$ cat src/rtl/door_lock_controller.sv
// Keypad door lock: buffers a 4-digit BCD code and requests the motor sequencer to open on a match.
// Wrong codes raise a timed error indication; repeated failures trigger a timed lockout.
module door_lock_controller #(
  parameter logic [15:0] PASSWORD      = 16'h1234,
  parameter int          MAX_FAILS     = 3,
  parameter int          ERR_HOLD      = 12000000,
  parameter int          LOCKOUT_DELAY = 24000000
) (
  input  logic       CLK,
  input  logic       RESET,
  input  logic       KEY_VALID,
  input  logic [3:0] KEY_CODE,
  input  logic       MOTOR_DONE,
  output logic       PW_OK,
  output logic       ERROR,
  output logic       LOCKED_OUT,
  output logic [2:0] DIGIT_CNT,
  output logic [1:0] FAIL_CNT
);

  typedef enum logic [2:0] {
    S_ENTRY,
    S_CHECK,
    S_OPEN,
    S_RELEASE,
    S_ERROR,
    S_LOCKOUT
  } state_t;

  localparam logic [3:0]  KEY_CLEAR = 4'hA;
  localparam logic [3:0]  KEY_ENTER = 4'hB;
  localparam logic [31:0] ERR_LAST  = (ERR_HOLD > 1) ? 32'(ERR_HOLD - 1) : 32'd0;
  localparam logic [31:0] LOCK_LAST = (LOCKOUT_DELAY > 1) ? 32'(LOCKOUT_DELAY - 1) : 32'd0;
  // FAIL_CNT is 2 bits wide, so the lockout threshold must be reachable within 1..3
  localparam int FAIL_LIMIT = (MAX_FAILS > 3) ? 3 : ((MAX_FAILS < 1) ? 1 : MAX_FAILS);

  state_t      state, state_nxt;
  logic [15:0] code_buf, code_buf_nxt;
  logic [31:0] timer_cnt, timer_cnt_nxt;
  logic [2:0]  digit_cnt_nxt;
  logic [1:0]  fail_cnt_nxt;
  logic [1:0]  fail_inc;
  logic        pw_ok_nxt, error_nxt, locked_nxt;
  logic        is_digit;
  logic        code_match;

  assign is_digit   = (KEY_CODE <= 4'd9);
  assign code_match = (DIGIT_CNT == 3'd4) && (code_buf == PASSWORD);
  assign fail_inc   = (FAIL_CNT == 2'd3) ? 2'd3 : FAIL_CNT + 2'd1;

  always_ff @(posedge CLK) begin
    if (RESET) begin
      state      <= S_ENTRY;
      code_buf   <= 16'h0000;
      timer_cnt  <= 32'd0;
      DIGIT_CNT  <= 3'd0;
      FAIL_CNT   <= 2'd0;
      PW_OK      <= 1'b0;
      ERROR      <= 1'b0;
      LOCKED_OUT <= 1'b0;
    end else begin
      state      <= state_nxt;
      code_buf   <= code_buf_nxt;
      timer_cnt  <= timer_cnt_nxt;
      DIGIT_CNT  <= digit_cnt_nxt;
      FAIL_CNT   <= fail_cnt_nxt;
      PW_OK      <= pw_ok_nxt;
      ERROR      <= error_nxt;
      LOCKED_OUT <= locked_nxt;
    end
  end

  always_comb begin
    state_nxt     = state;
    code_buf_nxt  = code_buf;
    timer_cnt_nxt = timer_cnt;
    digit_cnt_nxt = DIGIT_CNT;
    fail_cnt_nxt  = FAIL_CNT;
    pw_ok_nxt     = PW_OK;
    error_nxt     = ERROR;
    locked_nxt    = LOCKED_OUT;

    case (state)
      S_ENTRY: begin
        if (KEY_VALID) begin
          if (is_digit) begin
            if (DIGIT_CNT < 3'd4) begin
              code_buf_nxt  = {code_buf[11:0], KEY_CODE};
              digit_cnt_nxt = DIGIT_CNT + 3'd1;
            end
          end else if (KEY_CODE == KEY_CLEAR) begin
            code_buf_nxt  = 16'h0000;
            digit_cnt_nxt = 3'd0;
          end else if (KEY_CODE == KEY_ENTER) begin
            state_nxt = S_CHECK;
          end
        end
      end

      S_CHECK: begin
        code_buf_nxt  = 16'h0000;
        digit_cnt_nxt = 3'd0;
        timer_cnt_nxt = 32'd0;
        if (code_match) begin
          state_nxt    = S_OPEN;
          pw_ok_nxt    = 1'b1;
          fail_cnt_nxt = 2'd0;
        end else begin
          fail_cnt_nxt = fail_inc;
          error_nxt    = 1'b1;
          if (int'(fail_inc) >= FAIL_LIMIT) begin
            state_nxt  = S_LOCKOUT;
            locked_nxt = 1'b1;
          end else begin
            state_nxt = S_ERROR;
          end
        end
      end

      S_OPEN: begin
        if (MOTOR_DONE) begin
          pw_ok_nxt = 1'b0;
          state_nxt = S_RELEASE;
        end
      end

      // wait for the sequencer to drop its done flag so the next open is a fresh request
      S_RELEASE: begin
        if (!MOTOR_DONE) state_nxt = S_ENTRY;
      end

      S_ERROR: begin
        if (timer_cnt >= ERR_LAST) begin
          timer_cnt_nxt = 32'd0;
          error_nxt     = 1'b0;
          state_nxt     = S_ENTRY;
        end else begin
          timer_cnt_nxt = timer_cnt + 32'd1;
        end
      end

      S_LOCKOUT: begin
        if (timer_cnt >= LOCK_LAST) begin
          timer_cnt_nxt = 32'd0;
          error_nxt     = 1'b0;
          locked_nxt    = 1'b0;
          fail_cnt_nxt  = 2'd0;
          state_nxt     = S_ENTRY;
        end else begin
          timer_cnt_nxt = timer_cnt + 32'd1;
        end
      end

      default: begin
        state_nxt = S_ENTRY;
      end
    endcase
  end

endmodule

$ cat config.mk
export PLATFORM = sky130hd
export DESIGN_NAME = door_lock_controller
export DESIGN_NICKNAME = d
export VERILOG_FILES = /design/src/rtl/door_lock_controller.sv
export SDC_FILE = /design/constraint.sdc
export NUM_CORES = 1
export LEC_CHECK = 0
export CAP_MARGIN = 20
export CORE_ASPECT_RATIO = 0.5
export CORE_UTILIZATION = 64
export DETAILED_ROUTE_END_ITERATION = 6
export PLACE_DENSITY = 0.81
export SYNTH_ARGS = -nofsm -noshare
export SYNTH_HDL_FRONTEND = slang
export SYNTH_SLANG_ARGS = --single-unit
export TNS_END_PERCENT = 50
$ cat constraint.sdc
create_clock -name CLK -period 3.92 [get_ports CLK]
set_input_delay 0.784 -clock CLK [delete_from_list [all_inputs] [get_ports CLK]]
set_output_delay 0.784 -clock CLK [all_outputs]
set_load 0.02 [all_outputs]
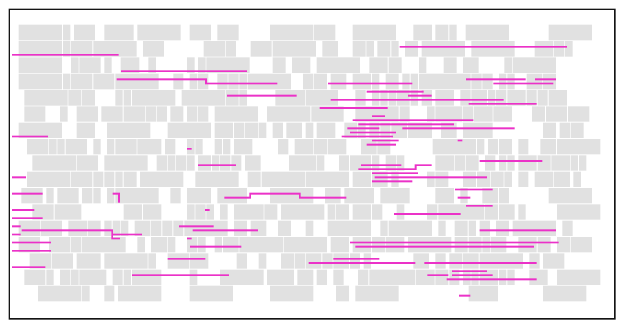
Figure 1: signal wires on met3.
Drawn at 6 px/um.
The layer carries 664 um of wire. The wires run mostly horizontal. 50 nets have wire on it.
Final Routed Wirelength: 7480 um
global routing met3 resource utilization: 0.104

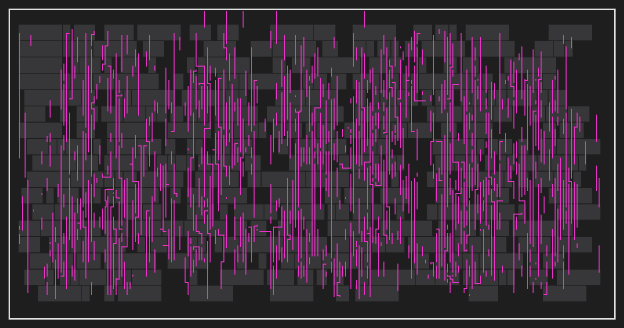
Figure 2: M2 wires.
Drawn at 6 px/um.
The layer holds 45% of the routed length. The wires run mostly vertical. The longest straight run is 26.4 um. The layer carries 3,380 um of wire. 332 nets have wire on it.
number of vias after detailed routing: 2,903
met2 capacity usage during global routing: 0.523

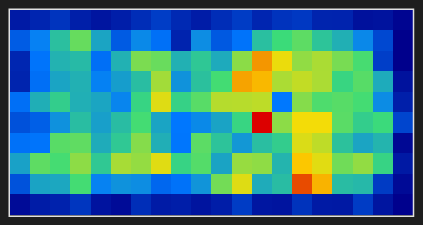
Figure 3: routed metal per tile.
Drawn at 4 px/um. 20 x 10 tiles, from dark blue (low) to red (high), scaled to the fullest tile. Values are wire area over tile area, all layers added.
The fullest tile reaches 0.67. 29% of the tiles are over half the peak. The mean over all tiles is 0.24.
global-route total usage across every layer: 0.322
Avg WL per Cell: 16.5 um

==> flow_summary.html <==
<h2>Synthesis and place &amp; route</h2>
<table>
<tr><th>Metric</th><th>Value</th></tr>
<tr><th colspan="2">Status</th></tr>
<tr><td>Status</td><td>finished, final reports clean</td></tr>
<tr><th colspan="2">Logic synthesis</th></tr>
<tr><td>Yosys Warn Count</td><td>0</td></tr>
<tr><td>Combinational family with the most area after synthesis</td><td>simple AND/OR/NAND/NOR gates</td></tr>
<tr><td>Count leader, synth</td><td>sky130_fd_sc_hd__dfxtp_1</td></tr>
<tr><td>Net Count, Synth</td><td>387</td></tr>
<tr><td>Mux area share</td><td>0.0482</td></tr>
<tr><th colspan="2">Floorplanning</th></tr>
<tr><td>Fp util</td><td>0.688</td></tr>
<tr><td>Floorplan row count</td><td>17</td></tr>
<tr><th colspan="2">Timing</th></tr>
<tr><td>Setup Skew</td><td>~0.0050 ns</td></tr>
<tr><td>Headroom to the max-slew limit</td><td>0.365</td></tr>
<tr><td>Final period util</td><td>0.739</td></tr>
<tr><th colspan="2">Power</th></tr>
<tr><td>Static leakage</td><td>1.23 nW</td></tr>
<tr><td>Power density normalized to cell area</td><td>between 400 and 500 mW/mm^2</td></tr>
<tr><th colspan="2">Placement</th></tr>
<tr><td>Count of port buffers added during placement</td><td>15</td></tr>
<tr><td>Total cell area at the placement stage</td><td>around 0.0033 mm^2</td></tr>
<tr><th colspan="2">Critical path</th></tr>
<tr><td>Top fanout value on the critical path</td><td>17</td></tr>
<tr><td>Reg2Reg Capture Point</td><td>timer_cnt[23]</td></tr>
<tr><td>Endpoint arrival time on the critical path</td><td>3.16 ns</td></tr>
<tr><th colspan="2">Clocking</th></tr>
<tr><td>CTS tree</td><td>yes</td></tr>
<tr><th colspan="2">Drt</th></tr>
<tr><td>First-iteration detailed-routing DRC count</td><td>between 150 and 200</td></tr>
</table>
-- state kept, by name, summed over array words and instances, names as in the netlist --
register / count
timer_cnt: 32
PW_OK: 1
code_buf: 16
DIGIT_CNT: 3
ERROR: 1
FAIL_CNT: 2
LOCKED_OUT: 1
state: 3
-- stage by stage --
step,power [mW],hold WS (ns),setup slack (ns),util
after detailed placement,1.03,0.466,0.739,0.721
after global routing,1.59,0.493,0.785,0.759
after global placement,1.02,0.460,0.924,0.721
after floorplan,0.927,0.440,1.72,-
after CTS,1.53,0.476,1.04,0.759
final,1.52,0.475,1.02,0.759
-- layout make-up --
| class | count | area, um^2 |
|---|---|---|
| clock buffers | 9 | 124 |
| clock inverters | 7 | 52.6 |
| fillers | 340 | 1090 |
| inverters | 15 | 56.3 |
| multi-input cells | 279 | 1770 |
| flip-flops and latches | 59 | 1180 |
| well taps | 66 | 82.6 |
| repair buffers | 18 | 173 |
-- worst max-delay path, cell delays in order --
cell and delay (ns):
sky130_fd_sc_hd__clkdlybuf4s50_1 0.46, sky130_fd_sc_hd__a21oi_1 0.17, sky130_fd_sc_hd__o21ai_0 0.11, sky130_fd_sc_hd__a211oi_1 0.45, sky130_fd_sc_hd__nand2_1 0.60, sky130_fd_sc_hd__nand4bb_1 0.41, sky130_fd_sc_hd__a21oi_1 0.17
-- how the worst max path moves through the flow --
stage	startpoint	to	slack (ns)	cells past startpoint
5_1_grt	KEY_CODE[1]	code_buf[1]	0.79	7
2_1_floorplan	KEY_CODE[1]	code_buf[10]	1.72	7
4_1_cts	KEY_CODE[1]	code_buf[1]	1.04	7
3_3_place_gp	KEY_CODE[1]	code_buf[1]	0.92	7
6_report	KEY_CODE[1]	code_buf[1]	1.02	7
3_5_place_dp	KEY_CODE[1]	code_buf[1]	0.74	7
No activity file was given, so power comes from the tool's default toggle rates.
